Fig. 1: clock routing
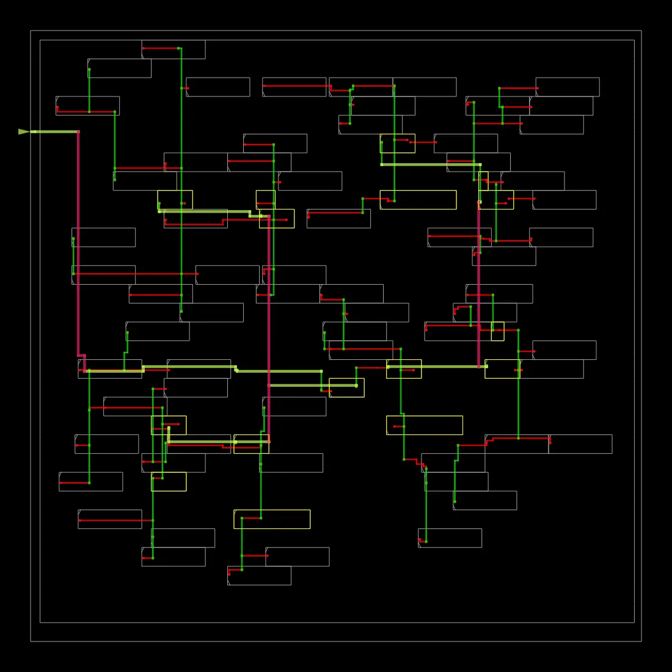
Fig. 2: logic cells by family
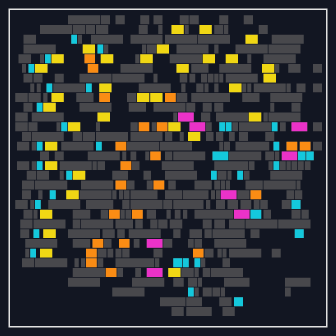
Fig. 3: sequential cells coloured by netlist name
Other sequential cells in the stronger grey, the rest of the logic in the fainter grey.
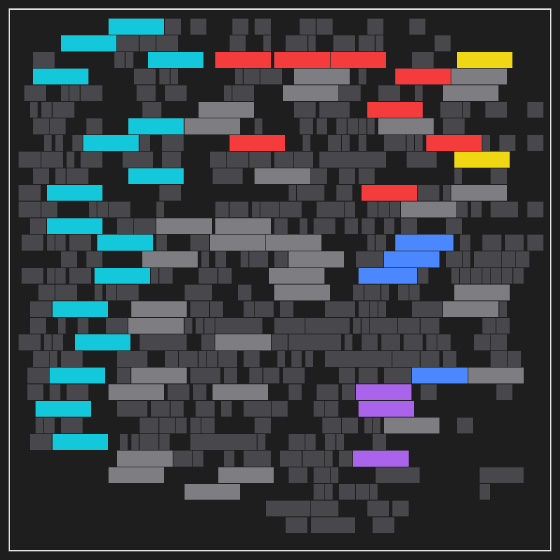
Fig. 4: cells coloured by class
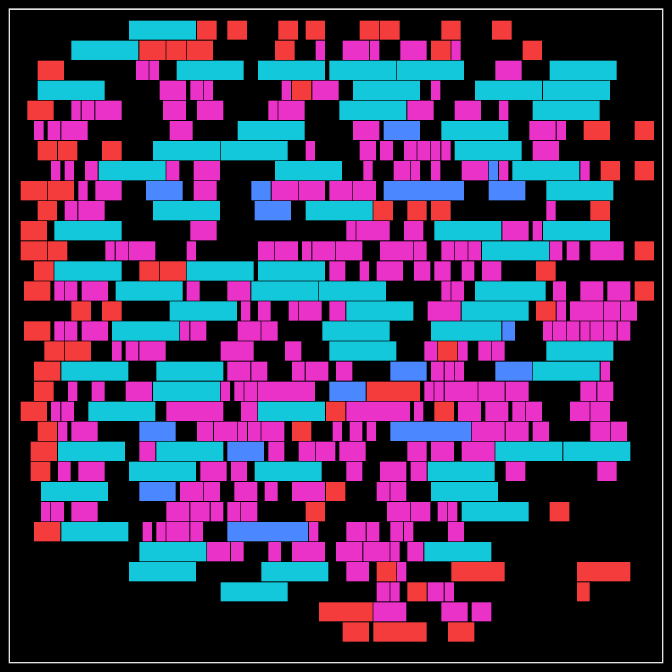
--- config.mk ---
export PLATFORM = sky130hd
export DESIGN_NAME = puf_eval_ctrl
export DESIGN_NICKNAME = d
export VERILOG_FILES = /design/src/rtl/puf_eval_ctrl.sv
export SDC_FILE = /design/constraint.sdc
export NUM_CORES = 1
export LEC_CHECK = 0
export CAP_MARGIN = 40
export CORE_UTILIZATION = 45
export DETAILED_ROUTE_END_ITERATION = 10
export PLACE_DENSITY_LB_ADDON = 0.3
export SLEW_MARGIN = 25
export SYNTH_ARGS = -nofsm -noshare
export SYNTH_HDL_FRONTEND = slang
export SYNTH_SLANG_ARGS = --single-unit
--- constraint.sdc ---
create_clock -name wb_clk_i -period 2.4 [get_ports wb_clk_i]
set_clock_uncertainty 0.2 [all_clocks]
set_input_delay 0.72 -clock wb_clk_i [delete_from_list [all_inputs] [get_ports wb_clk_i]]
set_output_delay 0.72 -clock wb_clk_i [all_outputs]
set_load 0.05 [all_outputs]
--- src/rtl/puf_eval_ctrl.sv ---
// puf_eval_ctrl: arbiter-PUF challenge/response sequencer with majority voting and LFSR challenge walk
// Ports: wb_clk_i clock, wb_rst_ni async active-low reset; req_valid/req_ready/req_challenge seed request;
//        puf_challenge/puf_pulse drive the PUF, puf_response is its asynchronous output;
//        resp_valid/resp_ready/resp_data/resp_unstable carry the voted bits and per-bit instability mask.
module puf_eval_ctrl #(
  parameter int SETTLE_CYC  = 4,
  parameter int PULSE_CYC   = 2,
  parameter int CAPTURE_CYC = 4,
  parameter int VOTES       = 5,
  parameter int RESP_W      = 8
) (
  input  logic              wb_clk_i,
  input  logic              wb_rst_ni,
  input  logic              req_valid,
  output logic              req_ready,
  input  logic [15:0]       req_challenge,
  output logic [15:0]       puf_challenge,
  output logic              puf_pulse,
  input  logic              puf_response,
  output logic              resp_valid,
  input  logic              resp_ready,
  output logic [RESP_W-1:0] resp_data,
  output logic [RESP_W-1:0] resp_unstable
);
  localparam int BW = RESP_W > 1 ? $clog2(RESP_W) : 1;
  localparam logic [15:0]   L_SET   = 16'(SETTLE_CYC - 1);
  localparam logic [15:0]   L_PUL   = 16'(PULSE_CYC - 1);
  localparam logic [15:0]   L_CAP   = 16'(CAPTURE_CYC - 1);
  localparam logic [3:0]    L_VOTES = 4'(VOTES);
  localparam logic [3:0]    L_HALF  = 4'(VOTES / 2);
  localparam logic [BW-1:0] L_LAST  = BW'(RESP_W - 1);
  typedef enum logic [2:0] {S_IDLE, S_SETTLE, S_PULSE, S_WAIT, S_DONE} state_t;
  state_t            r_state, w_next;
  logic [15:0]       r_cnt, r_chal, w_lfsr;
  logic [3:0]        r_votes, r_ones, w_ones;
  logic [BW-1:0]     r_bit;
  logic [1:0]        r_sync;
  logic              r_valid, w_last, w_accept, w_sample, w_vote_done, w_bit_done;
  logic [RESP_W-1:0] r_data, r_unst;
  assign w_accept    = req_valid && r_state == S_IDLE;
  assign w_sample    = r_state == S_WAIT && w_last;
  // the vote currently being sampled is included in w_ones
  assign w_ones      = r_ones + {3'b0, r_sync[1]};
  assign w_vote_done = r_votes + 4'd1 == L_VOTES;
  assign w_bit_done  = r_bit == L_LAST;
  assign w_lfsr      = {r_chal[14:0], r_chal[15] ^ r_chal[13] ^ r_chal[12] ^ r_chal[10]};
  assign req_ready     = r_state == S_IDLE;
  assign puf_pulse     = r_state == S_PULSE;
  assign puf_challenge = r_chal;
  assign resp_valid    = r_valid;
  assign resp_data     = r_data;
  assign resp_unstable = r_unst;
  always_comb w_last = r_state == S_SETTLE ? r_cnt == L_SET : r_state == S_PULSE ? r_cnt == L_PUL : r_cnt == L_CAP;
  always_comb begin
    w_next = r_state;
    case (r_state)
      S_IDLE:   if (req_valid) w_next = S_SETTLE;
      S_SETTLE: if (w_last) w_next = S_PULSE;
      S_PULSE:  if (w_last) w_next = S_WAIT;
      S_WAIT:   if (w_last) w_next = w_vote_done && w_bit_done ? S_DONE : S_SETTLE;
      S_DONE:   if (r_valid && resp_ready) w_next = S_IDLE;
      default:  w_next = S_IDLE;
    endcase
  end
  always_ff @(posedge wb_clk_i or negedge wb_rst_ni)
    if (!wb_rst_ni) r_state <= S_IDLE;
    else r_state <= w_next;
  // resp_valid is registered off DONE, so it rises one cycle after the last sample
  always_ff @(posedge wb_clk_i or negedge wb_rst_ni) begin
    if (!wb_rst_ni) begin
      r_sync  <= '0;
      r_cnt   <= '0;
      r_chal  <= '0;
      r_votes <= '0;
      r_ones  <= '0;
      r_bit   <= '0;
      r_valid <= 1'b0;
      r_data  <= '0;
      r_unst  <= '0;
    end else begin
      r_sync  <= {r_sync[0], puf_response};
      r_cnt   <= w_next != r_state ? 16'd0 : r_cnt + 16'd1;
      r_valid <= r_state == S_DONE && !(r_valid && resp_ready);
      if (w_accept) begin
        r_chal  <= req_challenge;
        r_bit   <= '0;
        r_votes <= '0;
        r_ones  <= '0;
        r_data  <= '0;
        r_unst  <= '0;
      end else if (w_sample) begin
        if (!w_vote_done) begin
          r_votes <= r_votes + 4'd1;
          r_ones  <= w_ones;
        end else begin
          r_data[r_bit] <= w_ones > L_HALF;
          r_unst[r_bit] <= w_ones != 4'd0 && w_ones != L_VOTES;
          r_votes       <= '0;
          r_ones        <= '0;
          if (!w_bit_done) begin
            r_chal <= w_lfsr;
            r_bit  <= r_bit + 1'b1;
          end
        end
      end
    end
  end
endmodule

==> results.sh <==
# flow metrics
export IMPL_outcome="finished clean"
export IMPL_routed_wl_um=6960
export IMPL_grt_pass1_wl_um=11700
export IMPL_fin_crit_ps=2370
export IMPL_worst_setup_path_end_kind="register"
export IMPL_fin_util_pct=59.4
export IMPL_synth_top_cell_by_count="dfrtp_1"
export IMPL_drtPass1Iterations=4
export IMPL_start_kind="register"
export IMPL_sequentialPower_mw=1.12
export IMPL_antenna_cells=0
export IMPL_edf_count=0
export IMPL_final_cell_mix="dfrtp_1, buf_4, mux2i_1, nor2_1, nand2_1"
export IMPL_fp_nets=356
export IMPL_die_y_um=88.4
export IMPL_top_layer="met4"
export IMPL_finalSetupViolCount=0
export IMPL_p_seq_share_pct=46.2
export IMPL_routed_via_count=2609
export IMPL_yosys_warnings=0
export IMPL_grt_max_degree=66
export IMPL_drtIter0Drc=96
export IMPL_warning_count=30
export IMPL_power_internal_mw=1.91
export IMPL_viasPerCell=5.24
export IMPL_grtUsageTotal_pct=19.7
export IMPL_ys_seq_share_pct=48.4
export IMPL_syn2layout_area_growth_pct=28.1
export IMPL_worst_skew_pair_late_latency_ps=340
export IMPL_port_buffers=55
export IMPL_fp_util_pct=46.3
export IMPL_cp_max_fo=6
export IMPL_placedCellCount=481
export IMPL_maxPowerGroup="clock"
export IMPL_path_class="reg -> reg"
export IMPL_die_size_x_um=88.4
export IMPL_syn_avg_cell_area_sq_um=10.3
export IMPL_top_area_share_pct=48.4
export IMPL_peakVddDrop_mv=0.289
export IMPL_antenna_found_initial=0
export IMPL_synth_distinct_cells=44
export IMPL_synthArstFlopShare_pct=100
export IMPL_powerDensity_nw_per_um2=566
export IMPL_drv_cap=0
export IMPL_worst_pin_slew_ps=406
export IMPL_wl_per_cell_um=14.0
export IMPL_cts_tree="done"
export IMPL_final_cells=498
export IMPL_endpoint="resp_unstable[6]"
export IMPL_slew_headroom_pct=73.0
export IMPL_r2r_end="resp_unstable[6]"
export IMPL_gr_total_overflow=0
export IMPL_die_area_sq_um=7820
export IMPL_reg2reg_depth=8
export IMPL_top_area_cell="dfrtp_1"
export IMPL_ant_nets=0
export IMPL_max_freq_mhz=421
export IMPL_lay_top_count="dfrtp_1"
export IMPL_r2r_start="r_votes[0]"
export IMPL_finalCritPeriodShare_pct=98.9
export IMPL_rsz0062_at_grt="true"
export IMPL_met3_length_um=322
Notes on Fig. 1 above:
power drawn by the clock network: 1.13 mW
CTS Buf Count: 9
clk_buf instances: 11
clock sinks: 65

Notes on Fig. 2 above:
Key: multiplexers = yellow [cells 33, most used mux2i_1]; inverting AOI/OAI gates = cyan [cells 34, most used a21oi_1]; XOR/XNOR gates = orange [cells 22, most used xor2_1]; adder and majority cells = magenta [cells 8, most used ha_1]

Notes on Fig. 3 above:
Key: `puf_challenge` = cyan [flops 16]; `r_state` = purple [flops 3]; `r_sync` = yellow [flops 2]; `r_votes` = blue [flops 4, where middle right]; `resp_unstable` = red [flops 8]
Another 32 sequential cells are not coloured.

Notes on Fig. 4 above:
Key: clock drivers and dummy loads = blue [cells 16]; flops = cyan [cells 65]; combinational and other logic = magenta [cells 247]; other buffers and delay cells = red [cells 71]

==> metrics by stage <==
step | power (mW) | setup TNS [ps] | setup WS (ps) | area [sq um] | hold WS [ps]
6_report | 2.44 | 0 | 26.9 | 4310 | 174
5_1_grt | 2.54 | -354 | -54.7 | 4310 | 187
4_1_cts | 2.47 | 0 | 19.7 | 4290 | 184
3_5_place_dp | 1.33 | -1680 | -195 | 4050 | 158
3_3_place_gp | 1.33 | -489 | -95.8 | 4050 | 152
2_1_floorplan | 1.23 | -6.03 | -3.00 | 3370 | 131
==> cell families (layout without fill, tap and decap cells) <==
group           count (synthesis)  count (layout)  share of synthesized area, %
simple gates                  137             137                          22.1
flops                          65              65                          48.4
compound gates                 43              43                          7.86
mux                            33              33                          9.83
xor+xnor                       22              22                          5.73
buf+inv                        19              91                          3.13
fa+ha+maj                       8               8                          2.98
==> state kept, by name (all words and copies together), names as in the netlist <==
signal / cells
puf_challenge: 16
r_bit: 3
r_cnt: 16
r_ones: 4
r_state: 3
r_sync: 2
r_votes: 4
resp_data: 8
resp_unstable: 8
resp_valid: 1
==> per-layer routing <==
layer	vias up	global-route usage [%]
li1	1278	-
met1	1264	23.8
met2	60	33.5
met3	7	5.97
met4	0	7.18
met5	-	0
==> worst max-delay path, stage by stage, from the launching register on <==
cell	delay, ps
dfrtp_2	440
ha_1	250
and3b_1	280
a31oi_2	150
buf_4	190
nor4_1	290
buf_4	180
nand3_1	130
mux2i_1	150
==> area by class of cell <==
type | instances | area [sq um]
clock inverter | 5 | 103
timing repair buffer | 71 | 641
inverter | 4 | 15.0
multi-input combinational | 243 | 1650
clock buffer | 11 | 141
sequential | 65 | 1630
fill | 622 | 2950
tap | 99 | 124
==> timing repair <==
item,CTS,global route
gates resized,0,3
buffers inserted,0,1
setup endpoints to repair,0,40
Power is estimated from default activity; no workload was simulated.
